[src/rtl/rv_tmr_pkg.sv]
// Shared definitions for the TMR recovery path: sequencer state encoding,
// RV32 field positions and the restore-load instruction builder.
package rv_tmr_pkg;

  typedef enum logic [2:0] {
    ST_IDLE,
    ST_CAPTURE,
    ST_RST_RD,
    ST_RST_RS1,
    ST_RST_RS2,
    ST_REPLAY,
    ST_CHECK,
    ST_FAIL
  } rec_state_t;

  localparam int RV_OPC_LSB = 0;
  localparam int RV_RD_LSB  = 7;
  localparam int RV_F3_LSB  = 12;
  localparam int RV_RS1_LSB = 15;
  localparam int RV_RS2_LSB = 20;
  localparam int RV_IMM_LSB = 25;

  localparam logic [6:0] RV_OPC_LOAD = 7'b0000011;

  // idx 0/1/2 selects the rd/rs1/rs2 field of an instruction.
  function automatic logic [4:0] rv_reg_field(input logic [31:0] instr, input logic [1:0] idx);
    case (idx)
      2'd0:    return instr[RV_RD_LSB +: 5];
      2'd1:    return instr[RV_RS1_LSB +: 5];
      default: return instr[RV_RS2_LSB +: 5];
    endcase
  endfunction

  function automatic rec_state_t rv_restore_state(input logic [1:0] idx);
    case (idx)
      2'd0:    return ST_RST_RD;
      2'd1:    return ST_RST_RS1;
      default: return ST_RST_RS2;
    endcase
  endfunction

  // Load that reloads register r from the checkpoint area: the same index
  // appears in both the destination and the immediate's low field.
  function automatic logic [31:0] rv_restore_instr(input logic [6:0] imm_hi,
                                                   input logic [2:0] funct3,
                                                   input logic [4:0] r);
    logic [31:0] w;
    w = '0;
    w[RV_IMM_LSB +: 7] = imm_hi;
    w[RV_RS2_LSB +: 5] = r;
    w[RV_F3_LSB  +: 3] = funct3;
    w[RV_RD_LSB  +: 5] = r;
    w[RV_OPC_LSB +: 7] = RV_OPC_LOAD;
    return w;
  endfunction

endpackage

[src/rtl/fault_edge_det.sv]
// Registered rising-edge detector for the voter fault flag; it stays disarmed
// for the first clock after reset so a fault already present cannot trigger.
module fault_edge_det (
  input  logic clk,
  input  logic rst_n,
  input  logic fault,
  output logic fault_rise
);

  logic fault_q;
  logic armed_q;

  // NOTE: clocked state uses non-blocking assignments so every register
  // samples pre-edge values regardless of statement order.
  always_ff @(posedge clk or negedge rst_n) begin
    if (!rst_n) begin
      fault_q <= 1'b0;
      armed_q <= 1'b0;
    end else begin
      fault_q <= fault;
      armed_q <= 1'b1;
    end
  end

  assign fault_rise = armed_q & fault & ~fault_q;

endmodule

[src/rtl/recovery_sequencer.sv]
// Rollback sequencer: on a voter disagreement it captures the read-stage
// instruction, restores its registers, replays it and watches for a clean window.
module recovery_sequencer
  import rv_tmr_pkg::*;
#(
  parameter int         XLEN         = 32,
  parameter int         VOTER_W      = 3,
  parameter logic [2:0] RESTORE_MASK = 3'b111,
  parameter logic [6:0] IMM_BASE     = 7'd0,
  parameter logic [2:0] LOAD_FUNCT3  = 3'b011,
  parameter int         MAX_RETRY    = 3,
  parameter int         CHECK_CYCLES = 4
) (
  input  logic                           clk,
  input  logic                           rst_in,
  input  logic [VOTER_W-1:0]             voter_state,
  input  logic [XLEN-1:0]                rd_instr,
  input  logic                           rollback_ready,
  output logic [XLEN-1:0]                rollback_instr,
  output logic                           rollback_valid,
  output logic                           mux_instr_sel,
  output logic                           mux_data_sel,
  output logic                           core_hold,
  output logic                           recovery_mode,
  output logic                           recovery_fail,
  output logic [$clog2(MAX_RETRY+1)-1:0] retry_cnt
);

  localparam int RW = $clog2(MAX_RETRY + 1);
  localparam int CW = (CHECK_CYCLES > 1) ? $clog2(CHECK_CYCLES) : 1;

  rec_state_t      state_q, state_d;
  logic [XLEN-1:0] saved_q, saved_d;
  logic [XLEN-1:0] instr_q, instr_d;
  logic [XLEN-1:0] src;
  logic [RW-1:0]   retry_q, retry_d;
  logic [CW-1:0]   chk_q, chk_d;
  logic            fault, fault_rise, handshake;

  assign fault = |voter_state;

  fault_edge_det u_edge (
    .clk       (clk),
    .rst_n     (rst_in),
    .fault     (fault),
    .fault_rise(fault_rise)
  );

  // First restore stage at or after 'start' that has work to do; disabled or
  // x0 stages are skipped without spending a cycle.
  function automatic rec_state_t first_active(input int start, input logic [XLEN-1:0] instr);
    rec_state_t nxt;
    nxt = ST_REPLAY;
    for (int i = 2; i >= 0; i--) begin
      if (i >= start && RESTORE_MASK[i[1:0]] && rv_reg_field(instr[31:0], i[1:0]) != 5'd0)
        nxt = rv_restore_state(i[1:0]);
    end
    return nxt;
  endfunction

  function automatic logic [XLEN-1:0] rollback_word(input rec_state_t s, input logic [XLEN-1:0] instr);
    logic [XLEN-1:0] w;
    case (s)
      ST_RST_RD:  w = XLEN'(rv_restore_instr(IMM_BASE, LOAD_FUNCT3, rv_reg_field(instr[31:0], 2'd0)));
      ST_RST_RS1: w = XLEN'(rv_restore_instr(IMM_BASE, LOAD_FUNCT3, rv_reg_field(instr[31:0], 2'd1)));
      ST_RST_RS2: w = XLEN'(rv_restore_instr(IMM_BASE, LOAD_FUNCT3, rv_reg_field(instr[31:0], 2'd2)));
      ST_REPLAY:  w = instr;
      default:    w = '0;
    endcase
    return w;
  endfunction

  assign handshake = rollback_valid && rollback_ready;

  // NOTE: every signal written here gets a default first, so no path through
  // the case statement can leave one unassigned and infer a latch.
  always_comb begin
    state_d = state_q;
    saved_d = saved_q;
    retry_d = retry_q;
    chk_d   = chk_q;
    src     = saved_q;
    case (state_q)
      ST_IDLE:    if (fault_rise) state_d = ST_CAPTURE;
      ST_CAPTURE: begin
        saved_d = rd_instr;
        src     = rd_instr;
        state_d = first_active(0, rd_instr);
      end
      ST_RST_RD:  if (handshake) state_d = first_active(1, saved_q);
      ST_RST_RS1: if (handshake) state_d = first_active(2, saved_q);
      ST_RST_RS2: if (handshake) state_d = ST_REPLAY;
      ST_REPLAY: begin
        if (handshake) begin
          state_d = ST_CHECK;
          chk_d   = '0;
        end
      end
      ST_CHECK: begin
        if (fault) begin
          retry_d = retry_q + RW'(1);
          state_d = (retry_d == RW'(MAX_RETRY)) ? ST_FAIL : first_active(0, saved_q);
        end else if (chk_q == CW'(CHECK_CYCLES - 1)) begin
          state_d = ST_IDLE;
          retry_d = '0;
        end else begin
          chk_d = chk_q + CW'(1);
        end
      end
      ST_FAIL:    state_d = ST_FAIL;
      default:    state_d = ST_IDLE;
    endcase
    // Loaded on entry so the word is already stable in the cycle valid rises.
    instr_d = rollback_word(state_d, src);
  end

  always_ff @(posedge clk or negedge rst_in) begin
    if (!rst_in) begin
      state_q <= ST_IDLE;
      // NOTE: saved_q is a plain register, not a memory array, so it is
      // cleared with the rest; a new sequence can never see a stale capture.
      saved_q <= '0;
      instr_q <= '0;
      retry_q <= '0;
      chk_q   <= '0;
    end else begin
      state_q <= state_d;
      saved_q <= saved_d;
      instr_q <= instr_d;
      retry_q <= retry_d;
      chk_q   <= chk_d;
    end
  end

  assign rollback_instr = instr_q;
  assign rollback_valid = (state_q == ST_RST_RD) || (state_q == ST_RST_RS1) ||
                          (state_q == ST_RST_RS2) || (state_q == ST_REPLAY);
  assign recovery_mode  = (state_q != ST_IDLE);
  assign core_hold      = recovery_mode;
  assign mux_instr_sel  = recovery_mode;
  assign mux_data_sel   = recovery_mode;
  assign recovery_fail  = (state_q == ST_FAIL);
  assign retry_cnt      = retry_q;

endmodule

[config.mk]
export PLATFORM = sky130hd
export DESIGN_NAME = recovery_sequencer
export DESIGN_NICKNAME = d
export VERILOG_FILES = /design/src/rtl/rv_tmr_pkg.sv /design/src/rtl/fault_edge_det.sv /design/src/rtl/recovery_sequencer.sv
export SDC_FILE = /design/constraint.sdc
export NUM_CORES = 1
export LEC_CHECK = 0
export ABC_CLOCK_PERIOD_IN_PS = 4900
export CORE_ASPECT_RATIO = 0.6
export CORE_MARGIN = 10
export CORE_UTILIZATION = 55
export CTS_BUF_LIST = sky130_fd_sc_hd__clkbuf_8
export DETAILED_ROUTE_END_ITERATION = 16
export PLACE_DENSITY = 0.91
export SETUP_SLACK_MARGIN = 0.15
export SYNTH_ARGS = -nofsm -noshare
export SYNTH_HDL_FRONTEND = slang
export SYNTH_HIERARCHICAL = 1
export SYNTH_SLANG_ARGS = --single-unit
[constraint.sdc]
create_clock -name clk -period 4.9 [get_ports clk]
set_clock_uncertainty 0.05 [all_clocks]
set_input_delay 0.735 -clock clk [delete_from_list [all_inputs] [get_ports clk]]
set_output_delay 0.735 -clock clk [all_outputs]
set_load 0.1 [all_outputs]
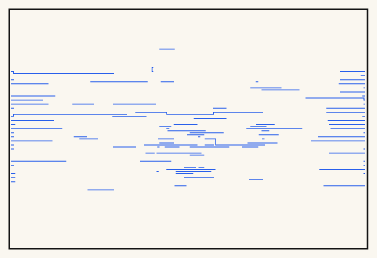
*The metal 3 layer*
Drawn at 3 px/um.
83 nets have wire on it. The wires run mostly horizontal. The layer holds 9.6% of the routed length. The layer carries 807 um of wire. The longest straight run is 37.7 um.
final WL: 8.45 mm
via count: 2,667
GR met3 Demand/Resource: 6.99%

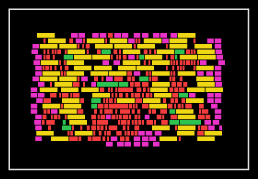
*Cells colored by class*
Drawn at 2 px/um.
combinational and other logic: in red, cells 227, share of their area 32%. clock drivers and dummy loads: in green, cells 16, share of their area 5.2%. sequential cells: in yellow, cells 73, share of their area 44%. remaining buffers and delay cells: in magenta, cells 80, share of their area 19%.

==> out/results.ini <==
[critical_path]
cp_max_fo = 19
slowest_stage = nand2b_1
crit_chain = clkinv_1, ha_1, nor2b_1, o21ai_1, o31a_1, a32oi_2, nand2b_1, o221ai_1, o21a_1
end_kind = flop
critPathTopFamily = AND-OR/OR-AND gates
path_buffers = 1
path_class = reg2reg
required_ns = 5.08
slowest_delay_ns = 0.59
arrival_ns = 3.95
critPathLaunchType = flop

[synthesis]
synth-adder-area-share_pct = 1.94
avgSynthCellArea_um2 = 10.2
aoi_share_pct = 12.0
yosys-stat-cells = 317
ys_seq_share_pct = 56.6
edf_count = 0
synthCells = 317
logic_family = simple AND/OR/NAND/NOR gates
xor_share_pct = 0
flop_cell = dfrtp_1
ys_seq_elements = 73
async_flop_share_pct = 100
syn_nets = 360
ys_warn_count = 6
simple_gate_area_share_pct = 19.6
yosysChipArea_um2 = 3230
mux_share_pct = 4.34
synthDistinctLibCells = 45
synth_area_um2 = 3230

[cts]
htreeDepth = 3
cts_buffers = 9
cts_tree = built
cts-root-buf = clkbuf_8
cts_hold_buf = 0
cts_setup_buffers = 0
cts_sinks = 73
clk_pin_slew_worst_paths_ns = 0.08
cts_buffer_depth = 2
cts_resized = 0
clk_latency_ns = 0.35

[grt]
grt_pass1_wl_mm = 13.7
grt_use_total_pct = 18.0
grt-busiest-layer = met2
antenna_found_initial = 0
grt_max_degree = 45
grt_use_met1_pct = 23.5
grt-ovfl-total = 0
use_met2_pct = 26.9
grt_pass1_vias = 2648

[drt]
dr_wl_met2_mm = 3.73
first_pass_iters = 5
drc_errors = 0
antenna_left = 0
met1Wirelength_mm = 3.78
wl_met3_um = 806
routedWlPerCell_um = 17.7
routed.top_layer = met4
drt_first_iter_violations = 227
drt-vias-per-instance = 5.60

[finish]
fin_util_pct = 75.5
num_antenna_cells = 0
layout.nets = 434
syn2layout_area_growth_pct = 31.6
drive_gt1_share_pct = 7.07

[floorplanning]
core_area_um2 = 5620
dieWidth_um = 119
io_pins = 78
initCoreUtil_pct = 57.4
die.size.y_um = 79.3
die-area_um2 = 9430

[final_timing]
finalHoldViolations = 0
relSlewSlack_pct = 32.5
fin_setup_tns_ns = 0
period_used_pct = 76.8
rsz0062_at_grt = no
final_max_slew_viol_count = 0
setup_viol = 0
max_freq_mhz = 266
min_period_ns = 3.76
worst_pin_slew_ns = 1.01

[job]
warnings = 28
maxCapViolations = 0

[status]
status = finished clean

[place]
dpl.hpwl_mm = 6.32
routabilityCongestion = 0.963
port_buffers = 77

[min_path]
hold_class = reg2reg

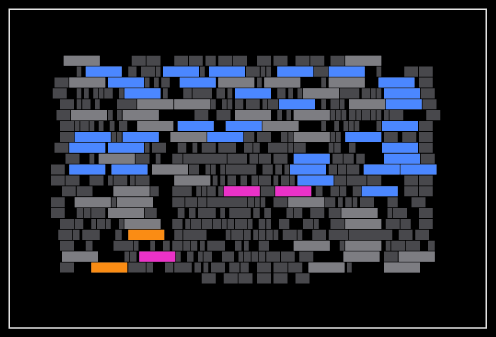
*Sequential cells colored by netlist name*
Drawn at 4 px/um.
`rollback_instr`: in blue, placed flops 32. `chk_q`: in orange, placed flops 2. `state_q`: in magenta, placed flops 3.

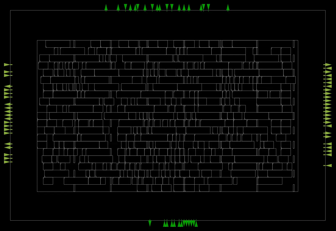
*Placed standard cells*
FFs & Latches: 73
num rows: 21

cell type report:
| type | count | area (um^2) |
|---|---|---|
| Multi-Input combinational cell | 205 | 1230 |
| Clock inverter | 7 | 93.8 |
| Fill cell | 410 | 1380 |
| Inverter | 22 | 82.6 |
| Timing Repair Buffer | 80 | 788 |
| Clock buffer | 9 | 124 |
| Tap cell | 80 | 100 |
| Sequential cell | 73 | 1830 |
sequential cells by signal, summed over array words and instances, names as in the netlist:
| name | cells |
|---|---|
| rollback_instr | 32 |
| retry_cnt | 2 |
| state_q | 3 |
| u_edge/armed_q | 1 |
| chk_q | 2 |
| saved_q | 32 |
| u_edge/fault_q | 1 |
cells by family after synthesis:
| family | count (synthesis) |
|---|---|
| AOI/OAI and AO/OA | 56 |
| adders and majority gates | 5 |
| buffers and inverters | 39 |
| DFF | 73 |
| muxes | 14 |
| other | 1 |
| and+or+nand+nor | 129 |
cell usage in the layout (no fill, tap or decap), drive strengths merged, types with 2 or more instances in the layout:
master,synthesis,layout
nor2,19,19
or4,6,6
ha,5,5
clkbuf,6,9
nor3,3,3
nand2,63,63
nor2b,15,15
bufinv,0,2
buf,11,4
nor4,2,2
o22ai,9,9
clkdlybuf4s50,0,76
o21a,4,4
o21ai,21,21
or3,4,4
o221ai,6,6
inv,21,23
a21oi,7,7
mux2i,14,14
nor3b,2,2
clkinv,1,3
nand2b,4,4
nand3,7,7
dfrtp,73,73
path summary, 6_finish.rpt:
check                                     start                     endpoint  slack (ns)  cells after the start
hold / removal             saved_q[3]$_DFF_PN0_         saved_q[3]$_DFF_PN0_        0.42                      2
hold reg to reg            saved_q[3]$_DFF_PN0_         saved_q[3]$_DFF_PN0_        0.42                      2
setup reg to reg           state_q[1]$_DFF_PN0_  rollback_instr[7]$_DFF_PN0_        1.14                      9
max in group asynchronous                rst_in         state_q[1]$_DFF_PN0_        3.38                      2
setup / recovery           state_q[1]$_DFF_PN0_  rollback_instr[7]$_DFF_PN0_        1.14                      9
min in group asynchronous                rst_in        saved_q[24]$_DFF_PN0_        0.46                      1
cells in the mapped netlist, types with 2 or more instances:
library cell	count	area (um^2)
or4_1	5	37.5
nor2b_1	15	93.8
o21a_1	4	30.0
nand2b_1	4	25.0
buf_2	3	15.0
nor2_1	19	71.3
nor3b_1	2	15.0
dfrtp_1	73	1830
buf_4	4	30.0
o21ai_0	13	65.1
a21oi_1	7	35.0
ha_1	5	62.6
nand2_1	62	233
nor3_1	3	15.0
o22ai_1	9	56.3
nand3_1	7	35.0
o21ai_1	8	40.0
or3_1	4	25.0
clkbuf_1	6	22.5
o221ai_1	5	43.8
mux2i_1	14	140
buf_1	3	11.3
inv_1	20	75.1
per-stage QoR:
step | worst slack (ns) | std cells | instance area, um^2 | hold WS [ns]
3_3_place_gp | 1.28 | 460 | 4030 | 0.395
2_1_floorplan | 1.31 | 317 | 3230 | 0.384
5_1_grt | 0.927 | 476 | 4250 | 0.437
6_report | 1.14 | 476 | 4250 | 0.420
3_5_place_dp | 1.19 | 460 | 4030 | 0.402
4_1_cts | 1.24 | 476 | 4250 | 0.421
